==> src/rtl/fifo_uart_tx_pkg.sv <==
// Shared encodings, defaults and small helpers for the FIFO-fed UART transmitter.
package fifo_uart_tx_pkg;

    // Default baud divider for a 50 MHz clock at 115200 baud.
    localparam int unsigned DefaultClksPerBit = 434;

    // Payload width of one 8N1 frame.
    localparam int unsigned DataBits = 8;

    // Index of the last data bit within a frame.
    localparam logic [2:0] LastBitIdx = 3'(DataBits - 1);

    typedef enum logic [2:0] {
        StIdle  = 3'd0,
        StPop   = 3'd1,
        StLatch = 3'd2,
        StStart = 3'd3,
        StData  = 3'd4,
        StStop  = 3'd5
    } tx_state_e;

    // A frame owns the line from the pop request through its last stop cycle.
    function automatic logic state_is_active(input tx_state_e st);
        return st != StIdle;
    endfunction

    // Serial line level for a state; data bits come from the shift register LSB.
    function automatic logic line_level(input tx_state_e st, input logic data_bit);
        logic level;
        case (st)
            StStart: level = 1'b0;
            StData:  level = data_bit;
            default: level = 1'b1;
        endcase
        return level;
    endfunction

    // States whose duration is one baud period (or one per data bit).
    function automatic logic state_is_timed(input tx_state_e st);
        return (st == StStart) || (st == StData) || (st == StStop);
    endfunction

endpackage

==> src/rtl/fifo_uart_tx_baud_counter.sv <==
// Baud-period counter: counts 0..CLKS_PER_BIT-1 and holds at the terminal value.
module baud_counter
    import fifo_uart_tx_pkg::*;
#(
    parameter int unsigned CLKS_PER_BIT = DefaultClksPerBit
) (
    input  logic clock,
    input  logic reset,
    input  logic clear,
    input  logic enable,
    output logic terminal
);

    localparam int unsigned CntW = (CLKS_PER_BIT > 1) ? $clog2(CLKS_PER_BIT) : 1;
    localparam logic [CntW-1:0] TermCount = CntW'(CLKS_PER_BIT - 1);

    logic [CntW-1:0] count_q;

    assign terminal = (count_q == TermCount);

    // Clear wins over enable; the count never wraps past the terminal value.
    always_ff @(posedge clock) begin
        if (!reset) begin
            count_q <= '0;
        end else if (clear) begin
            count_q <= '0;
        end else if (enable && !terminal) begin
            count_q <= count_q + CntW'(1);
        end
    end

endmodule

==> src/rtl/fifo_uart_tx.sv <==
// UART 8N1 transmitter that pulls bytes from an upstream FIFO, one pop per frame.
module fifo_uart_tx
    import fifo_uart_tx_pkg::*;
#(
    parameter int unsigned CLKS_PER_BIT = DefaultClksPerBit
) (
    input  logic       clock,
    input  logic       reset,
    input  logic [7:0] fifo_data,
    input  logic       fifo_empty,
    input  logic       fifo_busy,
    output logic       fifo_pop,
    output logic       tx,
    output logic       tx_active,
    output logic       tx_done
);

    tx_state_e  state_q, state_d;
    logic [7:0] shift_q, shift_d;
    logic [2:0] bit_idx_q, bit_idx_d;

    logic baud_clear;
    logic baud_enable;
    logic baud_term;

    logic tx_d;
    logic pop_d;
    logic active_d;
    logic done_d;

    baud_counter #(
        .CLKS_PER_BIT(CLKS_PER_BIT)
    ) u_baud_counter (
        .clock   (clock),
        .reset   (reset),
        .clear   (baud_clear),
        .enable  (baud_enable),
        .terminal(baud_term)
    );

    // Next-state logic; the counter restarts on every state entry and every data bit.
    always_comb begin
        state_d     = state_q;
        shift_d     = shift_q;
        bit_idx_d   = bit_idx_q;
        done_d      = 1'b0;
        baud_enable = state_is_timed(state_q);
        baud_clear  = !state_is_timed(state_q) || baud_term;

        unique case (state_q)
            StIdle: begin
                if (!fifo_empty && !fifo_busy) begin
                    state_d = StPop;
                end
            end
            StPop: begin
                state_d = StLatch;
            end
            StLatch: begin
                // The upstream FIFO presents the popped byte during this cycle.
                shift_d = fifo_data;
                state_d = StStart;
            end
            StStart: begin
                if (baud_term) begin
                    state_d   = StData;
                    bit_idx_d = 3'd0;
                end
            end
            StData: begin
                if (baud_term) begin
                    if (bit_idx_q == LastBitIdx) begin
                        state_d = StStop;
                    end else begin
                        bit_idx_d = bit_idx_q + 3'd1;
                        shift_d   = {1'b0, shift_q[7:1]};
                    end
                end
            end
            StStop: begin
                if (baud_term) begin
                    state_d = StIdle;
                    done_d  = 1'b1;
                end
            end
            default: begin
                state_d = StIdle;
            end
        endcase
    end

    // Outputs are decoded from the next state so the registered pins line up with the state.
    always_comb begin
        tx_d     = line_level(state_d, shift_d[0]);
        pop_d    = (state_d == StPop);
        active_d = state_is_active(state_d);
    end

    // State, datapath and output registers with synchronous active-low reset.
    always_ff @(posedge clock) begin
        if (!reset) begin
            state_q   <= StIdle;
            shift_q   <= '0;
            bit_idx_q <= '0;
            tx        <= 1'b1;
            fifo_pop  <= 1'b0;
            tx_active <= 1'b0;
            tx_done   <= 1'b0;
        end else begin
            state_q   <= state_d;
            shift_q   <= shift_d;
            bit_idx_q <= bit_idx_d;
            tx        <= tx_d;
            fifo_pop  <= pop_d;
            tx_active <= active_d;
            tx_done   <= done_d;
        end
    end

endmodule

==> config.mk <==
export PLATFORM = sky130hd
export DESIGN_NAME = fifo_uart_tx
export DESIGN_NICKNAME = d
export VERILOG_FILES = /design/src/rtl/fifo_uart_tx_pkg.sv /design/src/rtl/fifo_uart_tx_baud_counter.sv /design/src/rtl/fifo_uart_tx.sv
export SDC_FILE = /design/constraint.sdc
export NUM_CORES = 1
export LEC_CHECK = 0
export CAP_MARGIN = 20
export CORE_MARGIN = 1.5
export CORE_UTILIZATION = 34
export CTS_BUF_LIST = sky130_fd_sc_hd__clkbuf_16
export DETAILED_ROUTE_END_ITERATION = 8
export PLACE_DENSITY_LB_ADDON = 0.3
export SETUP_SLACK_MARGIN = 0.1
export SYNTH_ARGS = -nofsm -noshare
export SYNTH_HDL_FRONTEND = slang
export SYNTH_HIERARCHICAL = 1
export SYNTH_SLANG_ARGS = --single-unit
==> constraint.sdc <==
create_clock -name clock -period 6.6 [get_ports clock]
set_input_delay 1.32 -clock clock [delete_from_list [all_inputs] [get_ports clock]]
set_output_delay 1.32 -clock clock [all_outputs]
set_load 0.01 [all_outputs]
Figure 1. Signal wires on met3.
Drawn at 6 px/um. Cells faint in the background.
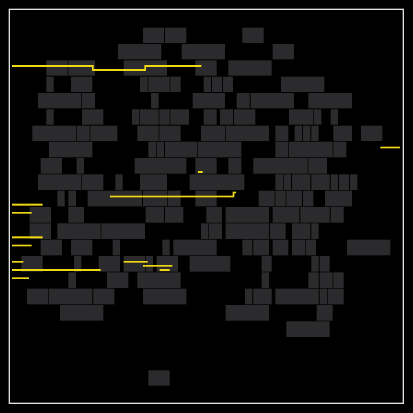
longest straight run	20.5 um
main direction	horizontal
share of all routed wire	3.8%
wire length on this layer	101 um
met3 Use GR: 4.795%
Vias: 1,095
final wirelength: 2.663 mm

Figure 2. I/O nets highlighted.
Drawn at 8 px/um.
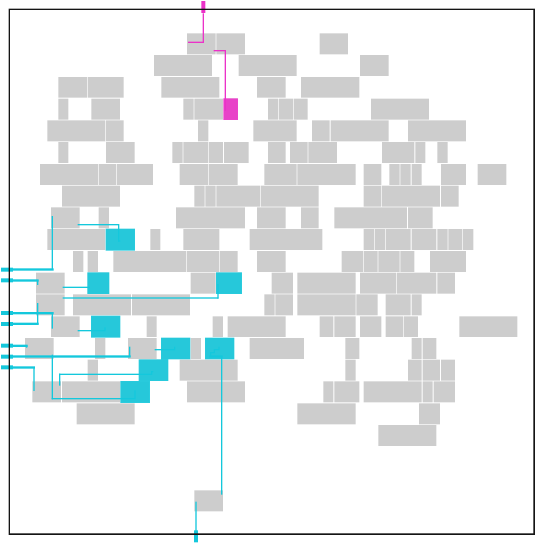
port	color	bits	direction	edge	end cells	buffers	wire
`fifo_data`	cyan	8	input	7 left, 1 bottom	8	8	143 um
`fifo_busy`	magenta	1	input	top	1	1	14.3 um

## synth_stat cells, types with 2 or more instances
| cell | count | area share (%) |
|---|---|---|
| inv_1 | 5 | 1.4 |
| mux2i_1 | 5 | 3.8 |
| nand2_1 | 7 | 2.0 |
| o31ai_1 | 3 | 1.7 |
| buf_6 | 2 | 1.7 |
| a222oi_1 | 6 | 4.5 |
| nand3_1 | 2 | 0.76 |
| and3_1 | 3 | 1.4 |
| dfxtp_1 | 27 | 41 |
| nand4_1 | 3 | 1.4 |
| a21oi_1 | 8 | 3.0 |
| o21ai_2 | 2 | 1.3 |
| nor2_1 | 19 | 5.4 |
| ha_1 | 4 | 3.8 |
| nand2b_1 | 3 | 1.4 |
| and2_1 | 3 | 1.4 |
| clkbuf_1 | 2 | 0.57 |
| o21ai_0 | 2 | 0.76 |
| or4_1 | 3 | 1.7 |
## worst max path at each step
| stage | startpoint | endpoint | slack (ns) | cells past startpoint |
|---|---|---|---|---|
| 3_5_place_dp | reset | tx$_SDFF_PN1_ | 3.79 | 4 |
| 3_3_place_gp | reset | tx$_SDFF_PN1_ | 3.89 | 4 |
| 2_1_floorplan | u_baud_counter/count_q[2]$_SDFFE_PP0P_ | u_baud_counter/count_q[0]$_SDFFE_PP0P_ | 4.47 | 7 |
| 4_1_cts | reset | tx$_SDFF_PN1_ | 4.05 | 4 |
| 6_report | reset | tx$_SDFF_PN1_ | 4.09 | 4 |
| 5_1_grt | reset | tx$_SDFF_PN1_ | 3.96 | 4 |
## routing by layer
layer  wire length (um)  GRT usage [%]  up-vias
met2               1393          25.00       17
met3                101          4.795        2
met1               1151          16.91      539
met5                  0              0        -
li1                   -              -      537
met4                 17          4.167        0
## critical path, cell delays in order
cell and delay [ns]:
clkdlybuf4s50_1 0.57, inv_1 0.25, a2111oi_2 0.36, mux2i_1 0.13
==> run summary <==
flow finished, numbers: Max-Cap Viols=0, clock buf count=3, I/O Pins=16, Final Hold Vio Count=0, fin. max-slew vios=0, placed instance area=1498 um^2, Seq/total area=34.29%, Adder Area Share=3.777%, hold_buf cts=0, synthesized flop and latch total=27, setup violators final=0, most frequent cells in the layout=dfxtp_1 (27), nor2_1 (19), clkdlybuf4s50_1 (15), max reg flops=9, Overflow after GRT=0, ANT nets after route=0, Mapped Cells=136, clock sinks=27, startpoint class of the critical path=input pin, YS chip area=1325 um^2, XOR/XNOR share of the synthesized area=1.322%, syn_nets=152, initial antenna violation count=0, Max Clock Skew=0.005092 ns, P_comb=0.0000294 W, reg-to-reg endpoint=tx$_SDFF_PN1_, Post-synth seq share=40.79%, number of logic inverters in the finished layout=5, Cell Rows=22, TritonCTS buffer count=3, Int Pwr=0.0002659 W, clk latency late pin=0.26 ns, DR pass1 iterations=5, Max Buffers Root-to-Sink=2, Post-CTS Setup Inserts=0, Basic Gates by Area=25.50%, Max-area cell class=logic gates, Mean Syn Cell Area=9.743 um^2, first-pass GRT wire length=4.781 mm, Worst R2R Path Depth=6, Achievable Freq=0.3987 GHz, Least-Margin Pin Slew=0.4995 ns, WHS=0.4982 ns, layout cells sized above 1=10.00%, FP Util=35.92%, clk root buf=clkbuf_16, clock-pin transition on the worst setup and hold timing paths=0.07 ns, post-synth cell types=46, Final Util=42.74%, Max power group=registers, Starting DRT DRC Count=115, Max-slew headroom=66.58%, Final WS setup=4.092 ns, status=complete, no violations, largest net degree at the start of global routing=16, most frequent logic cell in the layout=dfxtp_1, Worst Path Max Fanout=15, Horiz. Die Dim=65.43 um, RR Startpoint=u_baud_counter/count_q[2]$_SDFFE_PP0P_, Clk network pwr share=39.8%, Hold Path Sink=bit_idx_q[1]$_SDFFE_PN0P_, Design Area, Final=1577 um^2, Reg with most FFs=u_baud_counter/count_q, Final Total Pwr=0.0003354 W, Setup Slack @ Placement=3.785 ns, H-tree depth=1, yosys aoi share=18.60%, diode count=0, Syn-to-layout area delta=18.98%, Commonest flop=dfxtp_1, Sequential Power Share=51.5%, placed cells=194
Power figures rest on the tool's default switching activity, not on a simulated workload.
